### config.mk
export PLATFORM = sky130hd
export DESIGN_NAME = ifmap_read_controller
export DESIGN_NICKNAME = d
export VERILOG_FILES = /design/src/rtl/ifmap_read_controller.sv
export SDC_FILE = /design/constraint.sdc
export NUM_CORES = 1
export LEC_CHECK = 0
export CORE_MARGIN = 2
export CORE_UTILIZATION = 25
export CTS_CLUSTER_DIAMETER = 40
export DETAILED_ROUTE_END_ITERATION = 7
export PLACE_DENSITY_LB_ADDON = 0.1
export SLEW_MARGIN = 20
export SYNTH_ARGS = -nofsm -noshare
export SYNTH_HDL_FRONTEND = slang
export SYNTH_SLANG_ARGS = --single-unit
### constraint.sdc
create_clock -name clk -period 11 [get_ports clk]
set_input_delay 2.2 -clock clk [delete_from_list [all_inputs] [get_ports clk]]
set_output_delay 2.2 -clock clk [all_outputs]
set_load 0.02 [all_outputs]
### src/rtl/ifmap_read_controller.sv
// ifmap_read_controller: streams convolution-ordered reads from the filled ifmap read bank to the PE array
// Ports: clk/rst_n (sync, active-low); config_* latched by config_en in CONFIG, config_done ends configuration;
// switch = bank-swap pulse; array_ready = PE array accepts a read; ren/raddr = buffer read port;
// rdata_valid = ren delayed one cycle; last_read = final read of the bank; ready_to_switch = bank may be swapped.
module ifmap_read_controller #(
  parameter int BANK_ADDR_WIDTH = 8,
  parameter int COUNT_WIDTH     = 4,
  parameter int PASS_WIDTH      = 4
) (
  input  logic                       clk,
  input  logic                       rst_n,
  input  logic                       config_en,
  input  logic [COUNT_WIDTH-1:0]     config_ox0,
  input  logic [COUNT_WIDTH-1:0]     config_oy0,
  input  logic [COUNT_WIDTH-1:0]     config_fx,
  input  logic [COUNT_WIDTH-1:0]     config_fy,
  input  logic [COUNT_WIDTH-1:0]     config_stride,
  input  logic [PASS_WIDTH-1:0]      config_passes,
  input  logic                       config_done,
  input  logic                       switch,
  input  logic                       array_ready,
  output logic                       ren,
  output logic [BANK_ADDR_WIDTH-1:0] raddr,
  output logic                       rdata_valid,
  output logic                       last_read,
  output logic                       ready_to_switch
);
  localparam int CW = COUNT_WIDTH;
  localparam int PW = PASS_WIDTH;
  // wide enough for (oy*stride+fy)*ix0 + ox*stride+fx with every field at its maximum
  localparam int FW = 4 * CW + 3;
  localparam int AW = FW > BANK_ADDR_WIDTH ? FW : BANK_ADDR_WIDTH;
  typedef enum logic [2:0] {RESET, CONFIG, WAIT_SWITCH, READ, DONE} state_t;
  state_t state, state_nx;
  logic [CW-1:0] cfg_ox0, cfg_oy0, cfg_fx, cfg_fy, cfg_stride;
  logic [PW-1:0] cfg_passes;
  logic [CW-1:0] cnt_ox, cnt_oy, cnt_fx, cnt_fy;
  logic [PW-1:0] cnt_pass;
  logic ox_max, oy_max, fx_max, fy_max, pass_max;
  logic [AW-1:0] ix0, row, col, full;
  assign ox_max   = cnt_ox == cfg_ox0 - CW'(1);
  assign oy_max   = cnt_oy == cfg_oy0 - CW'(1);
  assign fx_max   = cnt_fx == cfg_fx - CW'(1);
  assign fy_max   = cnt_fy == cfg_fy - CW'(1);
  assign pass_max = cnt_pass == cfg_passes - PW'(1);
  assign ix0  = (AW'(cfg_ox0) - AW'(1)) * AW'(cfg_stride) + AW'(cfg_fx);
  assign row  = AW'(cnt_oy) * AW'(cfg_stride) + AW'(cnt_fy);
  assign col  = AW'(cnt_ox) * AW'(cfg_stride) + AW'(cnt_fx);
  assign full = row * ix0 + col;
  always_comb begin
    state_nx        = state;
    ren             = 1'b0;
    raddr           = '0;
    last_read       = 1'b0;
    ready_to_switch = 1'b0;
    case (state)
      RESET:       state_nx = CONFIG;
      CONFIG:      state_nx = config_done ? WAIT_SWITCH : CONFIG;
      WAIT_SWITCH: begin
        ready_to_switch = 1'b1;
        state_nx        = switch ? READ : WAIT_SWITCH;
      end
      READ: begin
        ren       = array_ready;
        raddr     = full[BANK_ADDR_WIDTH-1:0];
        last_read = array_ready & ox_max & oy_max & fx_max & fy_max & pass_max;
        state_nx  = last_read ? DONE : READ;
      end
      DONE: begin
        ready_to_switch = 1'b1;
        state_nx        = switch ? READ : DONE;
      end
      default:     state_nx = RESET;
    endcase
  end
  always_ff @(posedge clk) begin
    if (!rst_n) begin
      state       <= RESET;
      rdata_valid <= 1'b0;
      cfg_ox0     <= '0;
      cfg_oy0     <= '0;
      cfg_fx      <= '0;
      cfg_fy      <= '0;
      cfg_stride  <= '0;
      cfg_passes  <= '0;
      cnt_ox      <= '0;
      cnt_oy      <= '0;
      cnt_fx      <= '0;
      cnt_fy      <= '0;
      cnt_pass    <= '0;
    end else begin
      state       <= state_nx;
      rdata_valid <= ren;
      if (state == CONFIG && config_en) begin
        cfg_ox0    <= config_ox0;
        cfg_oy0    <= config_oy0;
        cfg_fx     <= config_fx;
        cfg_fy     <= config_fy;
        cfg_stride <= config_stride;
        cfg_passes <= config_passes;
      end
      if ((state == WAIT_SWITCH || state == DONE) && switch) begin
        cnt_ox   <= '0;
        cnt_oy   <= '0;
        cnt_fx   <= '0;
        cnt_fy   <= '0;
        cnt_pass <= '0;
      end else if (ren) begin
        // ripple-carry through ox -> oy -> fx -> fy -> pass
        cnt_ox <= ox_max ? '0 : cnt_ox + CW'(1);
        if (ox_max) cnt_oy <= oy_max ? '0 : cnt_oy + CW'(1);
        if (ox_max && oy_max) cnt_fx <= fx_max ? '0 : cnt_fx + CW'(1);
        if (ox_max && oy_max && fx_max) cnt_fy <= fy_max ? '0 : cnt_fy + CW'(1);
        if (ox_max && oy_max && fx_max && fy_max) cnt_pass <= pass_max ? '0 : cnt_pass + PW'(1);
      end
    end
  end
endmodule

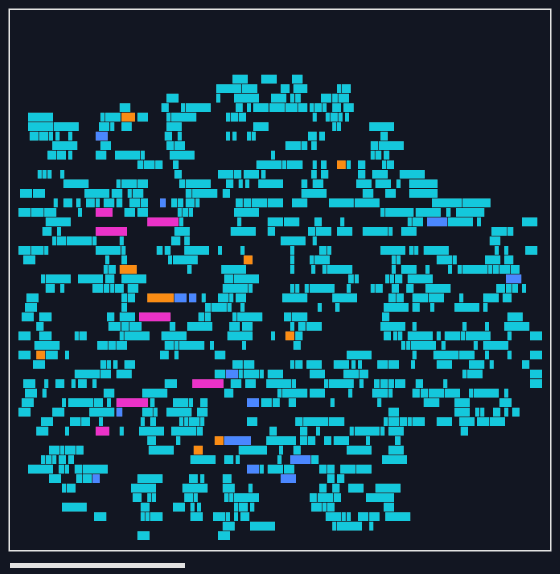
sizing.png
Scale bar: 50 µm.
size	color	cells	most used
x2	blue	14	nor3_2
x1 and smaller	cyan	661	inv_1
x3 and x4	orange	9	buf_4
x6 and larger	magenta	7	clkbuf_16
synth-to-layout area growth: 16.11%
Design Area, Final: 6566 µm²
Final WS setup: 543.1 ps

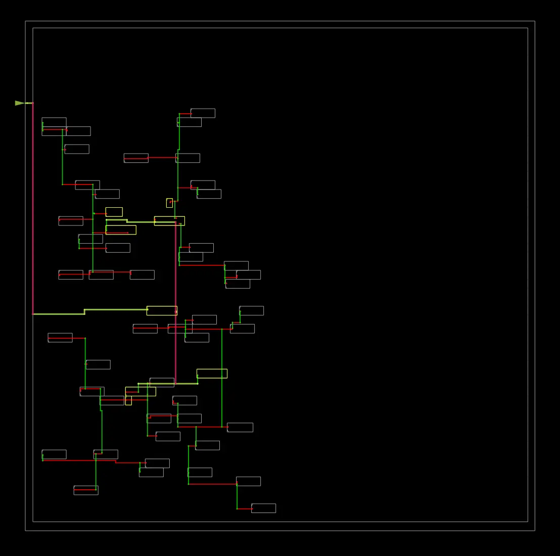
clock_nets.png
# clk buffers: 6
Num Clock Sinks: 48
clk pwr: 0.157 mW

==> results.json <==
{
  "hold_violations": 0,
  "clk_pin_slew_ps": 70,
  "cts_hold_buf": 0,
  "grt_max_degree": 30,
  "initial_core_util_pct": 25.21,
  "dpl_cell_area_um2": 6380,
  "clock_skew_ps": 7.820,
  "path_class": "register to primary output",
  "root_buffer": "clkbuf_16",
  "vdd_drop_max_v": 0.00005855,
  "route.detailed.drc": 0,
  "overflow": 0,
  "chipArea_um2": 23840,
  "synth-async-reset-ratio_pct": 0,
  "nNetsFinal": 838,
  "hp-class": "register to register",
  "p_seq_share_pct": 42.2,
  "io_pins": 42,
  "worstMarginPinSlew_ps": 880.5,
  "critPathMaxFanout": 7,
  "cp_num_buf_inv": 6,
  "dr_wl_met3_um": 287,
  "fin_cells": 976,
  "ys_seq_share_pct": 16.99,
  "grt_pass1_wl_um": 22810,
  "die_w_um": 154.4,
  "common_cells": "91 x inv_1, 90 x nand2_1, 72 x ha_1",
  "num_rows": 55,
  "internal-power_mw": 0.3153,
  "clock_latency_ps": 290,
  "lay_top_count": "inv_1",
  "timing.final.crit_period_ps": 10460,
  "cpPeakStageDelay_ps": 520,
  "tritoncts": "yes",
  "yosys_cells": 657,
  "wl_met2_um": 6779,
  "start_kind": "register",
  "top_signal_layer_used": "met4",
  "finalPower_mw": 0.4432,
  "switching_power_mw": 0.1279,
  "status": "finished, final reports clean",
  "pwr-share-clk_pct": 35.5,
  "htreeDepth": 2,
  "ys_warn_count": 0,
  "ant_nets": 0,
  "setup-violations-final": 0,
  "cp.required_ps": 8800,
  "synth_cell_types": 49,
  "cts_buffers": 5,
  "first_iter_violations": 217,
  "grt_use_met1_pct": 15.49,
  "most_common_cell": "inv_1",
  "synthFlopType": "dfxtp_1",
  "crit_slowest_cell": "fa_1",
  "fin_hold_ws_ps": 482.8,
  "max_freq_mhz": 95.63,
  "top_area_share_pct": 16.99,
  "slew_viol_final": 0,
  "crit_path_end_kind": "primary output",
  "tool_warnings": 26
}
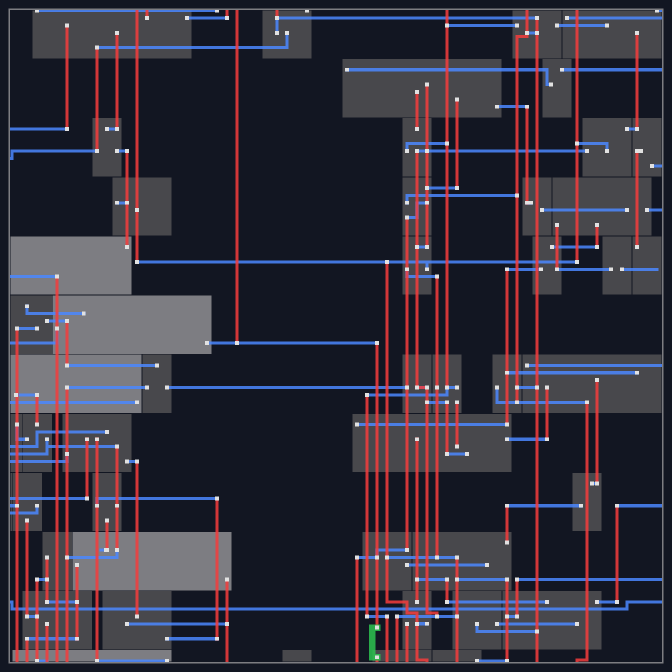
closeup.png
Region (62, 62) to (92, 92) µm. Cells in gray, sequential cells in the stronger gray; small squares are vias.
layer	color
M1	blue
M3	green
M2	red
netlist names of flops here include	cfg_stride (2), cnt_fx (2)
most frequent	nand2_1 (10), inv_1 (6), and2_1 (5)
cells with their middle in the window	41
sequential cells in the window	4

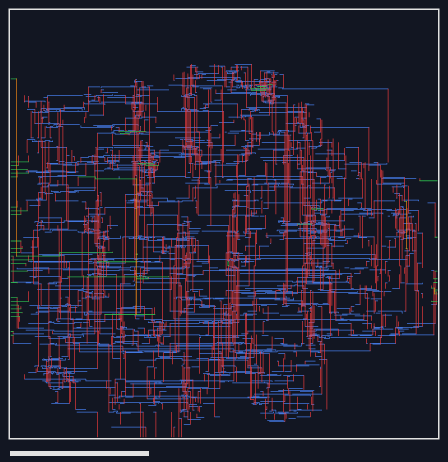
layers.png
Scale bar: 50 µm.
layer	color	wire length
M3	green	288 µm
M4	orange	132 µm
M2	red	6780 µm
M1	blue	6740 µm
WL/cell: 14.28 µm
drt total wl: 13940 µm

-- cell families (layout without fill, tap and decap cells) --
group	after synthesis	count (layout)	share of synthesized area (%)
simple gates	242	242	22.23
buf+inv	113	147	7.588
xor+xnor	63	63	12.12
fa+ha+maj	119	119	32.39
flops	48	48	16.99
mux	4	4	0.7080
compound gates	68	68	7.965
-- worst paths after layout --
kind                         to  slack, ps  cells past startpoint
hold reg to reg   cfg_passes[3]        480                      2
setup / recovery       raddr[7]        540                     29
setup reg to reg    cnt_pass[2]       7890                      7
hold / removal    cfg_passes[3]        480                      2
-- power groups by stage --
| stage | clock (mW) | sequential, mW | combinational (mW) |
|---|---|---|---|
| 2_1_floorplan | 0 | 0.188 | 0.0678 |
| 3_3_place_gp | 0 | 0.191 | 0.0984 |
| 3_5_place_dp | 0 | 0.191 | 0.0997 |
| 4_1_cts | 0.162 | 0.187 | 0.100 |
| 5_1_grt | 0.168 | 0.188 | 0.112 |
| 6_report | 0.157 | 0.187 | 0.0990 |
-- area by class of cell --
| class | instances | area (µm²) | area share [%] |
|---|---|---|---|
| clock inverter | 2 | 10.01 | 0.1524 |
| timing repair buffer | 48 | 469.2 | 7.146 |
| multi-input combinational | 496 | 4288 | 65.30 |
| clock buffer | 6 | 138.9 | 2.115 |
| inverter | 91 | 341.6 | 5.202 |
| sequential | 48 | 962.2 | 14.65 |
| tap | 285 | 356.6 | 5.431 |
-- sequential cells by signal, summed over array words and instances, names as in the netlist --
signal       cells
cnt_pass         4
cfg_oy0          4
cfg_fx           4
cnt_ox           4
cfg_stride       4
rdata_valid      1
state            3
cnt_fy           4
cnt_oy           4
cfg_ox0          4
cfg_fy           4
cfg_passes       4
cnt_fx           4
Power and IR drop assume default switching activity.
